===== src/rtl/imem_port_arbiter.sv =====
// imem_port_arbiter
// Two requesters share the single read port of the instruction memory.
// Port 0 is CPU fetch and port 1 is the loader/debug reader.
// The arbiter issues at most one read per cycle. A grant is decided
// combinationally in cycle N, and the response is registered and
// presented as a one-cycle pulse in cycle N+1.
module imem_port_arbiter #(
  parameter int DEPTH      = 1024,
  parameter bit FETCH_PRIO = 1'b1,
  parameter int STARVE_MAX = 4
) (
  input  logic        clk,
  input  logic        rst_n,
  // port 0: CPU fetch
  input  logic        req0,
  input  logic [31:0] addr0,
  output logic        gnt0,
  output logic        rvalid0,
  output logic [31:0] rdata0,
  output logic        rerr0,
  input  logic        flush0,
  // port 1: loader / debug reader
  input  logic        req1,
  input  logic [31:0] addr1,
  output logic        gnt1,
  output logic        rvalid1,
  output logic [31:0] rdata1,
  output logic        rerr1,
  // instruction memory read port
  output logic        mem_ren,
  output logic [31:0] mem_raddr,
  input  logic [31:0] mem_rdata
);

  typedef enum logic {
    PORT0 = 1'b0,
    PORT1 = 1'b1
  } port_e;

  localparam logic [29:0] DEPTH_W  = 30'(DEPTH);
  localparam logic [3:0]  STARVE_W = 4'(STARVE_MAX);

  port_e       rr_last;
  logic [3:0]  starve_cnt;
  logic        pend_valid;
  port_e       pend_port;

  logic        req0_eff;
  logic        req1_eff;
  logic        any_grant;
  logic [31:0] sel_addr;
  logic        sel_err;

  // While in reset nothing is granted. A flush on port 0 also withholds
  // its grant, because the fetch address is being redirected.
  assign req0_eff  = req0 & ~flush0 & rst_n;
  assign req1_eff  = req1 & rst_n;
  assign any_grant = gnt0 | gnt1;

  // Arbitration: a lone requester always wins. On a conflict, fixed
  // priority favours fetch, subject to the starvation limit; otherwise
  // the two ports alternate.
  always_comb begin
    // NOTE: every output gets a default first, so no path leaves one unassigned and no latch is inferred.
    gnt0 = 1'b0;
    gnt1 = 1'b0;
    if (req0_eff && req1_eff) begin
      if (FETCH_PRIO) begin
        if (starve_cnt == STARVE_W) gnt1 = 1'b1;
        else                        gnt0 = 1'b1;
      end else begin
        if (rr_last == PORT0) gnt1 = 1'b1;
        else                  gnt0 = 1'b1;
      end
    end else begin
      gnt0 = req0_eff;
      gnt1 = req1_eff;
    end
  end

  // Address check and memory drive for the granted request. An erroring
  // request never touches the memory, and an idle port reads address 0.
  always_comb begin
    sel_addr  = gnt1 ? addr1 : addr0;
    sel_err   = (sel_addr[1:0] != 2'b00) || (sel_addr[31:2] >= DEPTH_W);
    mem_ren   = any_grant & ~sel_err;
    mem_raddr = mem_ren ? sel_addr : 32'h0;
  end

  // Fairness state: the last granted port and the count of consecutive
  // port-1 denials. The count saturates at the starvation limit.
  always_ff @(posedge clk or negedge rst_n) begin
    if (!rst_n) begin
      // NOTE: sequential state uses non-blocking assignments, so every flop samples pre-edge values.
      rr_last    <= PORT1;
      starve_cnt <= 4'd0;
    end else begin
      if (gnt0)      rr_last <= PORT0;
      else if (gnt1) rr_last <= PORT1;

      if (!req1 || gnt1)              starve_cnt <= 4'd0;
      else if (starve_cnt != STARVE_W) starve_cnt <= starve_cnt + 4'd1;
    end
  end

  // Response capture: the pending tag follows every grant. The data and
  // error of the granted port are latched at the edge that ends the issue
  // cycle, and they hold until that port's next grant.
  always_ff @(posedge clk or negedge rst_n) begin
    if (!rst_n) begin
      pend_valid <= 1'b0;
      pend_port  <= PORT0;
      rdata0     <= 32'h0;
      rerr0      <= 1'b0;
      rdata1     <= 32'h0;
      rerr1      <= 1'b0;
    end else begin
      pend_valid <= any_grant;
      pend_port  <= gnt1 ? PORT1 : PORT0;
      if (gnt0) begin
        rdata0 <= sel_err ? 32'h0 : mem_rdata;
        rerr0  <= sel_err;
      end
      if (gnt1) begin
        rdata1 <= sel_err ? 32'h0 : mem_rdata;
        rerr1  <= sel_err;
      end
    end
  end

  // A flush arriving in the response cycle suppresses a port-0 delivery.
  // Port-1 responses are never affected by it.
  assign rvalid0 = pend_valid & (pend_port == PORT0) & ~flush0;
  assign rvalid1 = pend_valid & (pend_port == PORT1);

endmodule

===== config.mk =====
export PLATFORM = sky130hd
export DESIGN_NAME = imem_port_arbiter
export DESIGN_NICKNAME = d
export VERILOG_FILES = /design/src/rtl/imem_port_arbiter.sv
export SDC_FILE = /design/constraint.sdc
export NUM_CORES = 1
export LEC_CHECK = 0
export CAP_MARGIN = 30
export CORE_MARGIN = 2
export CORE_UTILIZATION = 41
export DETAILED_ROUTE_END_ITERATION = 10
export GPL_TIMING_DRIVEN = 0
export HOLD_SLACK_MARGIN = 0.08
export PLACE_DENSITY = 0.84
export SYNTH_ARGS = -nofsm -noshare
export SYNTH_HDL_FRONTEND = slang
export SYNTH_SLANG_ARGS = --single-unit

===== constraint.sdc =====
create_clock -name clk -period 6.2 [get_ports clk]
set_input_delay 1.86 -clock clk [delete_from_list [all_inputs] [get_ports clk]]
set_output_delay 1.86 -clock clk [all_outputs]
set_load 0.01 [all_outputs]

==> run_results.csv, run 1 <==
group,metric,value,unit
detailed_routing,wl_met2,5.488,mm
critical_path,worst_setup_path_startpoint,"req1",
timing,share_of_the_clock_period_used_by_the_worst_path,0.9787,
flow_run,max_cap_viol_count,0,
worst_hold_path,min-delay-path-class,"flip-flop to flip-flop",
place,place_ws,-0.4567,ns
timing,setup_viol_count_final,0,
critical_path,r2r-start,"starve_cnt[0]$_DFFE_PN0P_",
global_routing,grt_pass1_vias,3409,
synth,synth-edff-count,0,
final_layout,layout.clock.cell_area_share,0.02852,
final_layout,combAreaFraction,0.2487,
final_layout,n_clock_buffer,9,
floorplan,die_y,95.18,um
timing,final_critical_path_setup_slack,0.1320,ns
timing,hold_ws,0.4806,ns
worst_hold_path,hold_path_end,"rdata0[22]$_DFFE_PN0P_",
critical_path,worstPathBufferInverterCount,5,
critical_path,reg2regPathDepth,8,
critical_path,worst-endpoint-arrival,4.21,ns
global_routing,wire_length_of_the_first_global_routing_pass,17.32,mm
critical_path,critical_path.slowest_cell,"sky130_fd_sc_hd__o211ai_1",
detailed_routing,ant_nets,0,
status,outcome,"completed",
floorplan,ios,204,
timing,finalMaxSlewViolations,0,
critical_path,crit_path_max_incr_delay,0.60,ns
synth,synth.area.mux_share,0.01175,
worst_hold_path,whs_path_depth,2,
flow_run,warnings,27,
power,power.ir.vdd_worst,0.1582,mV
global_routing,track_usage,0.2493,
clock_network,clkLatencyLatePin,0.34,ns
synth,synth.yosys.num_cells,333,
final_layout,fill_cells,627,
global_routing,use_met3,0.06324,
critical_path,regToRegSetupSlack,3.72,ns
power,power.total,923.5,uW
synth,yosys.cell_count.top_type,"sky130_fd_sc_hd__nand2_1",
synth,ys_warn_count,0,
synth,asyncSetResetFlopFracSynth,1.000,
critical_path,critPathMaxFanout,10,
detailed_routing,post_detailed_route_via_to_cell_ratio,5.121,
detailed_routing,first_pass_iters,5,
timing,min_period,6.068,ns
synth,yosys.area_share.aoi,0.2048,
final_layout,comb_area,1396,um^2
detailed_routing,met3RoutedLength,678,um
power,internal_power,689.2,uW
critical_path,end_kind,"primary output",
synth,netlist.area_leader.share,0.5286,
place,placedCellCount,640,
clock_network,tritoncts,"yes",
floorplan,fp-utilization,0.4190,
power,p_seq,473,uW
final_layout,seq_area,1802,um^2
floorplan,tapcell.inserted,105,
clock_network,path_clk_slew,0.08,ns
synth,ys.flop_type,"sky130_fd_sc_hd__dfrtp_1",
critical_path,timing.setup.critical_path_class,"input pin to primary output",
synth,simple_gate_share,0.1568,
run 1: cells in the final DEF, fill, tap and decap left out, types with 2 or more instances in the layout:
| master | netlist | routed |
|---|---|---|
| sky130_fd_sc_hd__clkbuf_1 | 13 | 12 |
| sky130_fd_sc_hd__conb_1 | 1 | 22 |
| sky130_fd_sc_hd__nor3_1 | 8 | 8 |
| sky130_fd_sc_hd__nor4_1 | 8 | 8 |
| sky130_fd_sc_hd__clkdlybuf4s50_1 | 0 | 169 |
| sky130_fd_sc_hd__a2111oi_0 | 3 | 2 |
| sky130_fd_sc_hd__clkbuf_8 | 0 | 9 |
| sky130_fd_sc_hd__a22o_1 | 32 | 32 |
| sky130_fd_sc_hd__o21ai_0 | 2 | 2 |
| sky130_fd_sc_hd__nand2b_1 | 2 | 2 |
| sky130_fd_sc_hd__buf_4 | 25 | 25 |
| sky130_fd_sc_hd__mux2_4 | 2 | 2 |
| sky130_fd_sc_hd__dlymetal6s2s_1 | 0 | 3 |
| sky130_fd_sc_hd__dfrtp_1 | 72 | 72 |
| sky130_fd_sc_hd__nor2_1 | 6 | 6 |
| sky130_fd_sc_hd__dlygate4sd2_1 | 0 | 8 |
| sky130_fd_sc_hd__nand4_1 | 2 | 2 |
| sky130_fd_sc_hd__nand2_1 | 88 | 88 |
| sky130_fd_sc_hd__inv_1 | 6 | 6 |
| sky130_fd_sc_hd__o31ai_1 | 32 | 32 |
| sky130_fd_sc_hd__nand3_1 | 2 | 2 |
| sky130_fd_sc_hd__clkinv_2 | 0 | 4 |
| sky130_fd_sc_hd__and2_1 | 2 | 2 |
| sky130_fd_sc_hd__ha_1 | 2 | 2 |
| sky130_fd_sc_hd__a21o_1 | 2 | 2 |
| sky130_fd_sc_hd__a2111oi_2 | 7 | 6 |
| sky130_fd_sc_hd__buf_2 | 7 | 7 |
Run 1, metal 2:
(4 px per um)
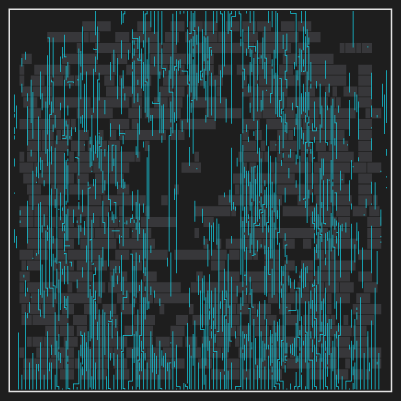
main direction: vertical
longest straight run: 43.3 um
wire length on this layer: 5490 um
nets with wire on the layer: 567
Routed Wire Length: 11.15 mm
detailed-route via count: 3354
met2 Track Usage GR: 0.4096

Run 1, clock nets:
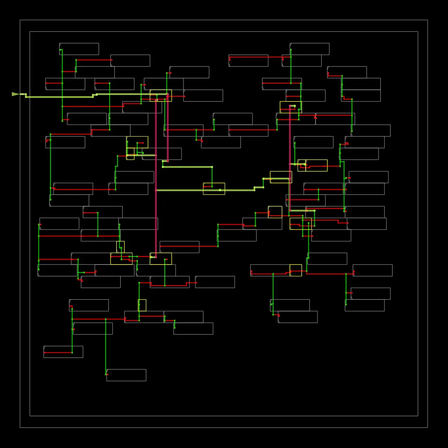
cts bufs inserted: 9
clock tree sinks: 72

Run 1, cell classes on the final placement:
(4 px per um) Fill, decap, tap and diode cells in gray.
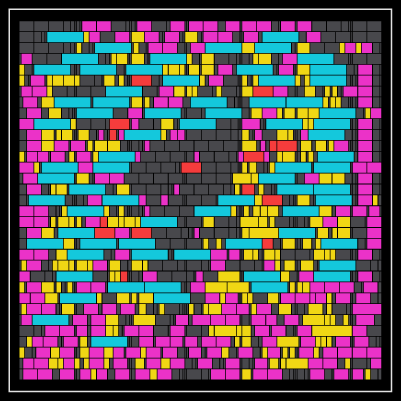
| class | color | cells | share of their area |
|---|---|---|---|
| clock drivers and dummy loads | red | 15 | 2.9% |
| registers | cyan | 72 | 33% |
| remaining logic cells | yellow | 236 | 26% |
| remaining buffers and delay cells | magenta | 227 | 38% |
fraction of area in registers: 0.3209
core footprint: 8134 um^2

==> run 2: changes to the inputs <==
CORE_UTILIZATION = 34   (was 41)
PLACE_DENSITY = 0.74   (was 0.84)
clock period = 5.25 ns   (was 6.2 ns; I/O delays follow)
Run 2, metal 2:
(4 px per um)
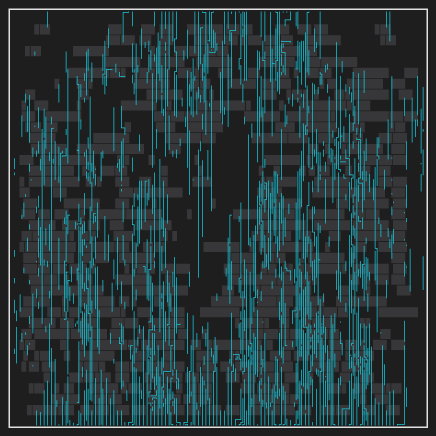
main direction: vertical
longest straight run: 56.8 um
share of all routed wire: 49%
Routed Wire Length: 12.07 mm
detailed-route via count: 3386
met2 Track Usage GR: 0.3501

==> run_results.csv, run 2 <==
group,metric,value,unit
final_layout,layout.cells.most_common,"sky130_fd_sc_hd__clkdlybuf4s50_1",
critical_path,timing.setup.critical_path_class,"input pin to primary output",
timing,final_critical_path_setup_slack,0.0004670,ns
critical_path,critPathMaxFanout,10,
critical_path,worstPathBufferInverterCount,3,
critical_path,timing.rr.end,"rdata1[17]$_DFFE_PN0N_",
synth,synth-edff-count,0,
clock_network,clkLatencyLatePin,0.33,ns
power,internal_power,916.3,uW
flow_run,warnings,28,
critical_path,wp_depth,7,
worst_hold_path,min-delay-path-class,"flip-flop to flip-flop",
floorplan,fp-utilization,0.3487,
clock_network,path_clk_slew,0.07,ns
global_routing,wire_length_of_the_first_global_routing_pass,18.37,mm
clock_network,cts.sinks,72,
final_layout,area.growth.synth_to_final,70.59,%
synth,asyncSetResetFlopFracSynth,1.000,
place,place_ws,-0.6177,ns
power,power.ir.vdd_worst,0.1422,mV
critical_path,critical_path.slowest_cell,"sky130_fd_sc_hd__clkdlybuf4s50_1",
worst_hold_path,whs_path_depth,2,
synth,yosys.area_share.aoi,0.2048,
critical_path,worst-endpoint-arrival,3.67,ns
floorplan,die_y,104.1,um
synth,synth.area.mux_share,0.01175,
final_layout,fill_cells,882,
worst_hold_path,hold_path_end,"rdata0[31]$_DFFE_PN0P_",
final_layout,layout_top_cells,"sky130_fd_sc_hd__clkdlybuf4s50_1, sky130_fd_sc_hd__nand2_1, sky130_fd_sc_hd__dfrtp_1",
synth,synthTopCellsByArea,"sky130_fd_sc_hd__dfrtp_1, sky130_fd_sc_hd__nand2_1, sky130_fd_sc_hd__a22o_1, sky130_fd_sc_hd__o31ai_1, sky130_fd_sc_hd__buf_4",
critical_path,worst_setup_path_startpoint,"addr1[23]",
timing,finalMaxSlewViolations,0,
critical_path,end_kind,"primary output",
floorplan,ios,204,
synth,yosys.cell_count.top_type,"sky130_fd_sc_hd__nand2_1",
synth,synth.yosys.num_cells,333,
final_layout,seq_area,1802,um^2
synth,netlist.area_leader.share,0.5286,
detailed_routing,post_detailed_route_via_to_cell_ratio,4.893,
critical_path,r2r-start,"starve_cnt[0]$_DFFE_PN0P_",
detailed_routing,drc_errors,0,
floorplan,core_footprint,9774,um^2
final_layout,comb_area,1456,um^2
critical_path,crit_path_max_incr_delay,0.43,ns
synth,yosys_register_bits,72,
status,outcome,"completed",
timing,max_slew_headroom,0.6371,
power,power.total,1.189,mW
critical_path,reg2regPathDepth,9,
timing,setup_viol_count_final,0,
synth,ys.flop_type,"sky130_fd_sc_hd__dfrtp_1",
detailed_routing,first_pass_iters,4,
global_routing,grt_pass1_vias,3411,
critical_path,regToRegSetupSlack,2.83,ns
clock_network,tritoncts,"yes",
timing,min_period,5.250,ns
clock_network,cts-buffers-inserted,9,
timing,hold_violations,0,
synth,ys_warn_count,0,
flow_run,max_cap_viol_count,0,
detailed_routing,ant_nets,0,
global_routing,track_usage,0.2139,
synth,simple_gate_share,0.1568,
global_routing,maximum_number_of_pins_on_one_net_before_global_route_repair,77,
timing,share_of_the_clock_period_used_by_the_worst_path,0.9999,
run 2: timing repair:
| action | in CTS | in global routing |
|---|---|---|
| gates cloned | 0 | 1 |
| endpoints found under the setup margin | 12 | 11 |
| gates resized | 49 | 13 |
| hold buffers | 0 | 0 |
| setup buffers | 4 | 4 |
| pin swaps | 2 | 3 |
run 2: cell type report:
type	count	area share
inverters	6	0.003873
plain buffers	45	0.04971
clock inverters	4	0.01205
clock buffers	11	0.02260
multi-input cells	230	0.2505
flip-flops and latches	72	0.3099
well taps	133	0.02862
repair buffers	191	0.3228
run 2: per-layer routing:
layer  vias up  wire [um]  share of wire  track usage
met1      1648       5287           0.44       0.2774
met2       131       5883           0.49       0.3501
met4         0        159          0.013      0.05695
met5         -          0              0            0
li1       1591          -              -            -
met3        16        741          0.061      0.06328
run 2: power groups by stage:
| stage | combinational (mW) | sequential, mW | clock, mW |
|---|---|---|---|
| after global placement | 0.155 | 0.569 | 0 |
| after detailed placement | 0.160 | 0.569 | 0 |
| after global routing | 0.184 | 0.558 | 0.499 |
| final | 0.171 | 0.558 | 0.460 |
| after floorplan | 0.0514 | 0.569 | 0 |
| after CTS | 0.164 | 0.558 | 0.470 |
run 2: per-stage QoR:
step / hold WS, ns / area, um^2 / cells
5_1_grt: 0.4996 / 5814 / 692
3_3_place_gp: 0.4597 / 5465 / 668
2_1_floorplan: 0.5168 / 3487 / 354
4_1_cts: 0.4840 / 5719 / 687
3_5_place_dp: 0.4676 / 5490 / 669
6_report: 0.4822 / 5814 / 692
run 2: tightest hold or removal path: stages (launching register included):
cell	delay, ns
sky130_fd_sc_hd__dfrtp_1	0.35
sky130_fd_sc_hd__nand2_1	0.05
sky130_fd_sc_hd__o31ai_1	0.05
Power is estimated from default activity; no workload was simulated.
